===== config.mk =====
export PLATFORM = sky130hd
export DESIGN_NAME = mem_access_unit
export DESIGN_NICKNAME = d
export VERILOG_FILES = /design/src/rtl/mem_pkg.sv /design/src/rtl/mem_lane_align.sv /design/src/rtl/mem_access_unit.sv
export SDC_FILE = /design/constraint.sdc
export NUM_CORES = 1
export LEC_CHECK = 0
export CAP_MARGIN = 10
export CORE_MARGIN = 4
export CORE_UTILIZATION = 39
export CTS_CLUSTER_DIAMETER = 30
export DETAILED_ROUTE_END_ITERATION = 16
export PLACE_DENSITY = 0.77
export SYNTH_ARGS = -nofsm -noshare
export SYNTH_HDL_FRONTEND = slang
export SYNTH_SLANG_ARGS = --single-unit

===== constraint.sdc =====
create_clock -name clk -period 4.31 [get_ports clk]
set_input_delay 1.293 -clock clk [delete_from_list [all_inputs] [get_ports clk]]
set_output_delay 1.293 -clock clk [all_outputs]
set_load 0.02 [all_outputs]

===== src/rtl/mem_pkg.sv =====
// Shared encodings, bus payload type and helpers for the memory access stage.
package mem_pkg;

   localparam int unsigned XLEN  = 32;
   localparam int unsigned BE_W  = 4;
   localparam int unsigned EXC_W = 5;

   typedef enum logic [1:0] {
      SZ_WORD = 2'b00,
      SZ_HALF = 2'b01,
      SZ_BYTE = 2'b10,
      SZ_RSVD = 2'b11
   } size_e;

   localparam logic [EXC_W-1:0] EXC_ADEL = 5'd4;
   localparam logic [EXC_W-1:0] EXC_ADES = 5'd5;
   localparam logic [EXC_W-1:0] EXC_DBE  = 5'd7;

   typedef enum logic [1:0] {
      IDLE = 2'b00,
      BUSY = 2'b01,
      DONE = 2'b10
   } state_e;

   typedef struct packed {
      logic            we;
      logic [XLEN-1:0] addr;
      logic [BE_W-1:0] be;
      logic [XLEN-1:0] wdata;
   } bus_req_t;

   // Reserved size behaves as a word access.
   function automatic logic is_misaligned(size_e sz, logic [1:0] off);
      case (sz)
         SZ_HALF: return off[0];
         SZ_BYTE: return 1'b0;
         default: return (off != 2'b00);
      endcase
   endfunction

endpackage


===== src/rtl/mem_lane_align.sv =====
// Byte-lane steering: store byte enables and replication, load lane extract and extension.
module mem_lane_align
   import mem_pkg::*;
(
   input  size_e             st_size_i,
   input  logic [1:0]        st_off_i,
   input  logic [XLEN-1:0]   st_data_i,
   output logic [BE_W-1:0]   st_be_o,
   output logic [XLEN-1:0]   st_data_o,
   input  size_e             ld_size_i,
   input  logic [1:0]        ld_off_i,
   input  logic              ld_sign_i,
   input  logic [XLEN-1:0]   ld_rdata_i,
   output logic [XLEN-1:0]   ld_data_o
);

   logic [15:0] ld_half;
   logic [7:0]  ld_byte;

   always_comb begin
      st_be_o   = 4'b1111;
      st_data_o = st_data_i;
      case (st_size_i)
         SZ_HALF: begin
            st_be_o   = st_off_i[1] ? 4'b1100 : 4'b0011;
            st_data_o = {2{st_data_i[15:0]}};
         end
         SZ_BYTE: begin
            st_be_o   = 4'b0001 << st_off_i;
            st_data_o = {4{st_data_i[7:0]}};
         end
         default: ;
      endcase
   end

   always_comb begin
      ld_half   = ld_off_i[1] ? ld_rdata_i[31:16] : ld_rdata_i[15:0];
      ld_byte   = ld_rdata_i[{ld_off_i, 3'b000} +: 8];
      ld_data_o = ld_rdata_i;
      case (ld_size_i)
         SZ_HALF: ld_data_o = {{16{ld_sign_i & ld_half[15]}}, ld_half};
         SZ_BYTE: ld_data_o = {{24{ld_sign_i & ld_byte[7]}}, ld_byte};
         default: ;
      endcase
   end

endmodule


===== src/rtl/mem_access_unit.sv =====
// MEM-stage bus master: issues req/ack transactions, stalls the pipeline, raises AdEL/AdES.
// Optional BUS_TIMEOUT_EN aborts a BUSY access after TIMEOUT_CYCLES with a DBE exception.
module mem_access_unit
   import mem_pkg::*;
#(
   parameter int unsigned TIMEOUT_CYCLES = 255
) (
   input  logic              clk,
   input  logic              reset,
   input  logic              valid_m,
   input  logic              memread_m,
   input  logic              memwrite_m,
   input  logic [1:0]        size_m,
   input  logic              sign_m,
   input  logic [XLEN-1:0]   addr_m,
   input  logic [XLEN-1:0]   wdata_m,
   input  logic              flush_m,
   output logic              stall_m,
   output logic              bus_req,
   output logic              bus_we,
   output logic [XLEN-1:0]   bus_addr,
   output logic [BE_W-1:0]   bus_be,
   output logic [XLEN-1:0]   bus_wdata,
   input  logic              bus_ack,
   input  logic [XLEN-1:0]   bus_rdata,
   output logic [XLEN-1:0]   ldata_w,
   output logic              ldata_valid,
   output logic              exc_m,
   output logic [EXC_W-1:0]  exccode_m
);

   if (TIMEOUT_CYCLES == 0) begin : g_bad_timeout
      $error("mem_access_unit: TIMEOUT_CYCLES must be at least 1");
   end

   state_e          state_q, state_d;
   logic            req_q, req_d;
   bus_req_t        bus_q, bus_d;
   logic [1:0]      off_q, off_d;
   size_e           size_q, size_d;
   logic            sign_q, sign_d;
   logic            rd_q, rd_d;
   logic            cancel_q, cancel_d;
   logic [XLEN-1:0] ldata_q, ldata_d;
   logic            ldv_q, ldv_d;

   logic            access_c;
   logic            mis_c;
   logic            timeout_c;
   size_e           size_c;
   logic [BE_W-1:0] st_be_c;
   logic [XLEN-1:0] st_data_c;
   logic [XLEN-1:0] ld_data_c;

   assign size_c   = size_e'(size_m);
   assign access_c = valid_m & (memread_m | memwrite_m) & ~flush_m;
   assign mis_c    = is_misaligned(size_c, addr_m[1:0]);

   mem_lane_align u_align (
      .st_size_i  (size_c),
      .st_off_i   (addr_m[1:0]),
      .st_data_i  (wdata_m),
      .st_be_o    (st_be_c),
      .st_data_o  (st_data_c),
      .ld_size_i  (size_q),
      .ld_off_i   (off_q),
      .ld_sign_i  (sign_q),
      .ld_rdata_i (bus_rdata),
      .ld_data_o  (ld_data_c)
   );

`ifdef BUS_TIMEOUT_EN
   localparam int unsigned CNT_RAW = $clog2(TIMEOUT_CYCLES + 1);
   localparam int unsigned CNT_W   = (CNT_RAW > 8) ? CNT_RAW : 8;

   logic [CNT_W-1:0] cnt_q, cnt_d;

   // Counts completed BUSY cycles; held at zero outside BUSY so entry starts clean.
   always_comb begin
      cnt_d = '0;
      if (state_q == BUSY) cnt_d = cnt_q + CNT_W'(1);
   end

   always_ff @(posedge clk or posedge reset) begin
      if (reset) cnt_q <= '0;
      else       cnt_q <= cnt_d;
   end

   assign timeout_c = (cnt_q == CNT_W'(TIMEOUT_CYCLES - 1));
`else
   assign timeout_c = 1'b0;
`endif

   always_comb begin
      state_d   = state_q;
      req_d     = req_q;
      bus_d     = bus_q;
      off_d     = off_q;
      size_d    = size_q;
      sign_d    = sign_q;
      rd_d      = rd_q;
      cancel_d  = cancel_q;
      ldata_d   = ldata_q;
      ldv_d     = 1'b0;
      stall_m   = 1'b0;
      exc_m     = 1'b0;
      exccode_m = '0;

      case (state_q)
         IDLE: begin
            if (access_c && mis_c) begin
               exc_m     = 1'b1;
               exccode_m = memwrite_m ? EXC_ADES : EXC_ADEL;
            end else if (access_c) begin
               stall_m  = 1'b1;
               req_d    = 1'b1;
               bus_d    = '{we: memwrite_m, addr: {addr_m[31:2], 2'b00},
                            be: st_be_c, wdata: st_data_c};
               off_d    = addr_m[1:0];
               size_d   = size_c;
               sign_d   = sign_m;
               rd_d     = memread_m & ~memwrite_m;
               cancel_d = 1'b0;
               state_d  = BUSY;
            end
         end

         // The request is never withdrawn before ack; a flush only drops the result.
         BUSY: begin
            stall_m = 1'b1;
            if (flush_m) cancel_d = 1'b1;
            if (bus_ack) begin
               req_d   = 1'b0;
               state_d = DONE;
               if (rd_q && !cancel_q && !flush_m) begin
                  ldata_d = ld_data_c;
                  ldv_d   = 1'b1;
               end
            end else if (timeout_c) begin
               req_d     = 1'b0;
               exc_m     = 1'b1;
               exccode_m = EXC_DBE;
               state_d   = DONE;
            end
         end

         // One unstalled cycle lets the pipeline retire the instruction without re-issue.
         DONE: state_d = IDLE;

         default: state_d = IDLE;
      endcase
   end

   always_ff @(posedge clk or posedge reset) begin
      if (reset) begin
         state_q  <= IDLE;
         req_q    <= 1'b0;
         bus_q    <= '0;
         off_q    <= 2'b00;
         size_q   <= SZ_WORD;
         sign_q   <= 1'b0;
         rd_q     <= 1'b0;
         cancel_q <= 1'b0;
         ldata_q  <= '0;
         ldv_q    <= 1'b0;
      end else begin
         state_q  <= state_d;
         req_q    <= req_d;
         bus_q    <= bus_d;
         off_q    <= off_d;
         size_q   <= size_d;
         sign_q   <= sign_d;
         rd_q     <= rd_d;
         cancel_q <= cancel_d;
         ldata_q  <= ldata_d;
         ldv_q    <= ldv_d;
      end
   end

   assign bus_req     = req_q;
   assign bus_we      = bus_q.we;
   assign bus_addr    = bus_q.addr;
   assign bus_be      = bus_q.be;
   assign bus_wdata   = bus_q.wdata;
   assign ldata_w     = ldata_q;
   assign ldata_valid = ldv_q;

endmodule

==> impl_metrics.toml, run 1 <==
# flow metrics
[finish]
final_cell_mix = "204 x clkdlybuf4s50_1, 110 x dfrtp_1, 49 x a21oi_1"
nNetsFinal = 782
num-fill-cells = 1115

[run_status]
status = "finished, final reports clean"

[route]
firstDrtPassIters = 4
met2_length_um = 7500

[worst_setup_path]
critPathMaxFanout = 4
required_ps = 3020
arrival_ps = 2760
critPathTopFamily = "buffers and inverters"

[logic_synthesis]
netlist_area_um2 = 5270
ys_cells = 466
yosysUniqueCellTypes = 41
synthArstFlopShare_pct = 100
synthMuxAreaShare_pct = 19.1

[hold_path]
worstHoldPathCells = 1
holdPathEnd = "bus_addr[6]"

[placement]
gp_congestion = 0.848

[sta]
setup_viol = 0

[clock_network]
htreeDepth = 3
==> run 1: where the power goes <==
group | switching (mW) | internal (mW)
sequential | 0.252 | 1.41
combinational | 1.09 | 1.08
clock | 0.374 | 0.465
total | 1.72 | 2.95
==> run 1: registers in the layout, indices dropped and copies added (netlist names), 2 cells and up <==
signal,flops
bus_addr,30
bus_be,4
bus_wdata,32
ldata_w,32
off_q,2
size_q,2
state_q,2
==> run 1: timing repair <==
action,4_1_cts,5_1_grt
resized,21,3
endpoints found under the setup margin,4,4
pin swaps,0,1
buffers inserted,1,0
==> run 1: layout make-up <==
class,instances,area [um2],area share (%)
tap,176,220,2.80
clock buffer,10,239,3.04
sequential,110,2750,35.0
timing repair buffer,227,2240,28.5
clock inverter,6,61.3,0.780
inverter,32,123,1.56
multi-input combinational,292,2220,28.3
==> run_1/layer_met1.png <==
Scale bar: 20 um.
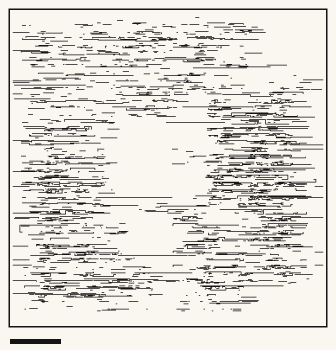
- main direction: horizontal
- wire length on this layer: 5870 um
- longest straight run: 32.7 um
- nets with wire on the layer: 657
met1 GRT Util: 22.0%
DR vias: 4322
drt total wl: 15300 um

==> run_1/layer_met2.png <==
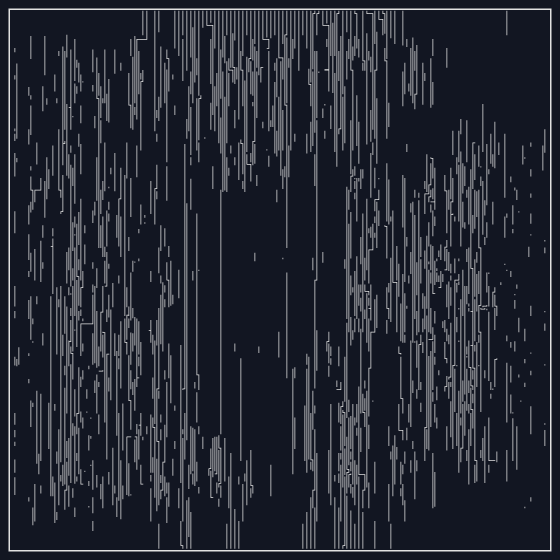
- share of all routed wire: 49%
- nets with wire on the layer: 709
- main direction: vertical
- longest straight run: 56.3 um
met2 Track Usage GR: 33.7%

==> run_1/layer_met3.png <==
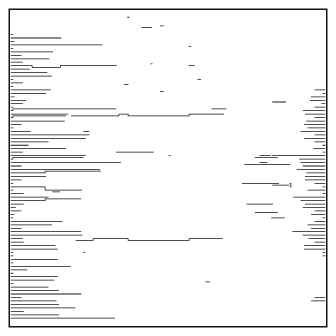
- nets with wire on the layer: 151
- longest straight run: 43.0 um

==> run_1/congestion.png <==
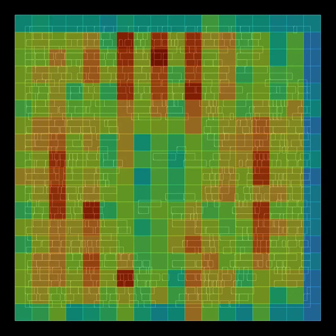
Final Util: 59.3%
M3 GR Usage: 10.4%

==> run 2: changes to the inputs <==
--- a/config.mk
+++ b/config.mk
@@ -7,10 +7,10 @@
 export LEC_CHECK = 0
 export CAP_MARGIN = 10
 export CORE_MARGIN = 4
-export CORE_UTILIZATION = 39
+export CORE_UTILIZATION = 43
 export CTS_CLUSTER_DIAMETER = 30
 export DETAILED_ROUTE_END_ITERATION = 16
-export PLACE_DENSITY = 0.77
+export PLACE_DENSITY = 0.8
 export SYNTH_ARGS = -nofsm -noshare
 export SYNTH_HDL_FRONTEND = slang
 export SYNTH_SLANG_ARGS = --single-unit
==> constraint.sdc (replaced) <==
create_clock -name clk -period 4.1 [get_ports clk]
set_input_delay 1.23 -clock clk [delete_from_list [all_inputs] [get_ports clk]]
set_output_delay 1.23 -clock clk [all_outputs]
set_load 0.02 [all_outputs]
==> run_2/layer_met4.png <==
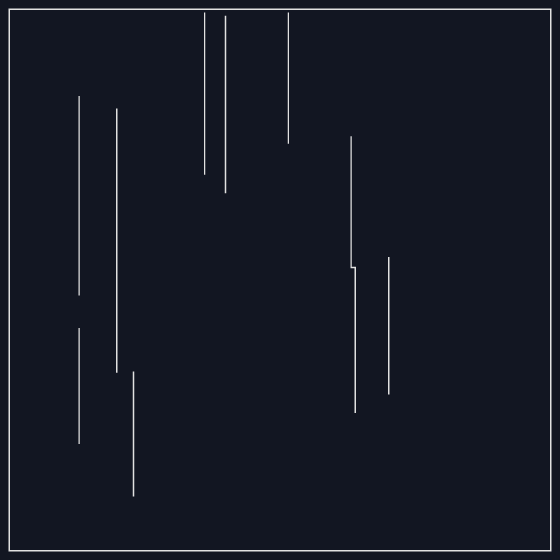
- nets with wire on the layer: 7
- main direction: vertical
- share of all routed wire: 2.3%
- wire length on this layer: 348 um
- longest straight run: 57.8 um
DR vias: 4418
drt total wl: 15400 um

==> impl_metrics.toml, run 2 <==
# flow metrics
[run_status]
status = "finished, final reports clean"

[floorplanning]
die_w_um = 119
ios = 216
taps = 147

[pwr]
internal-power_mw = 3.23
seq_power_mw = 1.74
power_frac_seq_pct = 34.5
powerComb_mw = 2.29
powerClk_mw = 1.02
sw_frac_of_total_pct = 36.0
pwr-share-comb_pct = 45.4
power_frac_clock_pct = 20.1
top_power_group = "combinational cells"

[finish]
n_all_inverters = 32
nNetsFinal = 787
seq_share_pct = 34.7
bufAreaShareNonClock_pct = 28.9
n_all_buffers = 232
logic_gates = 292
area_share_clock_buf_inv_pct = 4.38
ff_count = 110
comb_share_pct = 28.1
num-fill-cells = 950
nClkBuffers = 10
final_cell_mix = "204 x clkdlybuf4s50_1, 110 x dfrtp_1, 49 x a21oi_1"
logic_area_um2 = 2220
post-route-util_pct = 65.9

[logic_synthesis]
ys_cells = 466
yosysUniqueCellTypes = 41
netlist_area_um2 = 5270

[worst_setup_path]
arrival_ps = 2650
critPathMaxFanout = 4
required_ps = 2870
crit_slowest_cell = "clkdlybuf4s50_1"

[global_routing]
gr-usage-met2_pct = 37.1
use_met3_pct = 10.1
grt_pass1_wl_um = 25100
grtUsageMet1_pct = 25.0

[route]
met2_length_um = 7600
firstDrtPassIters = 4

[sta]
setup_viol = 0

[placement]
gp_congestion = 0.823

[hold_path]
worstHoldPathCells = 1

[clock_network]
htreeDepth = 3
cts_resized = 23
-- run 2: cell counts after synthesis --
Identical to the previous run, type by type.
-- run 2: per-stage QoR --
stage / area [um2] / hold WS, ps / power (mW)
floorplan: 5290 / 514 / 2.93
global placement: 7550 / 466 / 3.99
detailed placement: 7550 / 474 / 4.06
CTS: 7910 / 490 / 5.09
global route: 7920 / 503 / 5.34
finish: 7920 / 486 / 5.05
-- run 2: worst paths after layout --
path | startpoint | to | slack [ps]
setup / recovery | addr_m[0] | exccode_m[0] | 220
setup reg to reg | off_q[1] | ldata_w[28] | 1720
hold / removal | bus_addr[20] | bus_addr[20] | 490
min in group asynchronous | reset | sign_q | 1350
hold reg to reg | bus_addr[20] | bus_addr[20] | 490
max in group asynchronous | reset | bus_addr[5] | 2010
==> run 3: changes to the inputs <==
--- a/config.mk
+++ b/config.mk
@@ -11,6 +11,7 @@
 export CTS_CLUSTER_DIAMETER = 30
 export DETAILED_ROUTE_END_ITERATION = 16
 export PLACE_DENSITY = 0.8
+export SKIP_CTS_REPAIR_TIMING = 1
 export SYNTH_ARGS = -nofsm -noshare
 export SYNTH_HDL_FRONTEND = slang
 export SYNTH_SLANG_ARGS = --single-unit
==> run_3/layer_met4.png <==
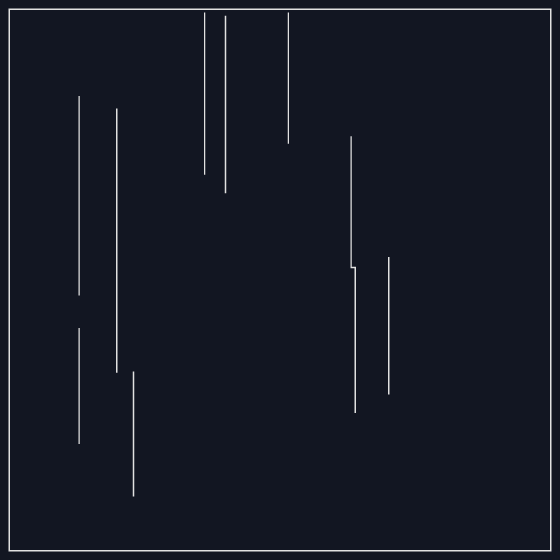
drt total wl: 15400 um
DR vias: 4419

==> impl_metrics.toml, run 3 <==
# flow metrics
[placement]
placed_area_um2 = 7550

[worst_setup_path]
endpoint = "exccode_m[0]"
r2r_slack_ps = 1710
required_ps = 2870
timing.rr.start = "off_q[1]"
critPathMaxFanout = 4
arrival_ps = 2650
cp-startpoint = "addr_m[0]"

[logic_synthesis]
yosysUniqueCellTypes = 41
ys_cells = 466
netlist_area_um2 = 5270

[sta]
whs_ps = 486
setup_viol = 0

[hold_path]
holdPathEnd = "bus_addr[20]"
worstHoldPathCells = 1
min_from = "bus_addr[20]"

[global_routing]
use_met3_pct = 10.1
gr-usage-met2_pct = 36.8
grt_pass1_wl_um = 25000

[finish]
nNetsFinal = 787
final_area_um2 = 7920
final_cell_mix = "204 x clkdlybuf4s50_1, 110 x dfrtp_1, 49 x a21oi_1"
num-fill-cells = 950
post-route-util_pct = 66.0

[floorplanning]
die_w_um = 119
ios = 216

[route]
met2_length_um = 7620
firstDrtPassIters = 4

[clock_network]
htreeDepth = 3

[run_status]
status = "finished, final reports clean"
==> run 3: layout make-up <==
cell class	count	area [um2]	area share [%]
well taps	147	184	2.32
multi-input cells	292	2230	28.1
clock inverters	5	108	1.36
flip-flops and latches	110	2750	34.7
inverters	32	124	1.56
clock buffers	10	239	3.02
repair buffers	232	2280	28.8
diodes	2	5.00	0.0632
==> run 3: report_power, final <==
part | total, mW | leakage, nW | switching (mW) | internal (mW)
Clock | 1.01 | 0.169 | 0.400 | 0.613
Sequential | 1.74 | 1.35 | 0.257 | 1.48
Combinational | 2.29 | 1.88 | 1.16 | 1.14
Total | 5.05 | 3.40 | 1.81 | 3.23
==> run 3: worst max-delay path, stage by stage <==
cell and delay (ps):
clkdlybuf4s50_1 550, inv_1 90, a21oi_2 210, nor4b_4 260, and2_1 170, buf_4 140
Power is estimated from default activity; no workload was simulated.
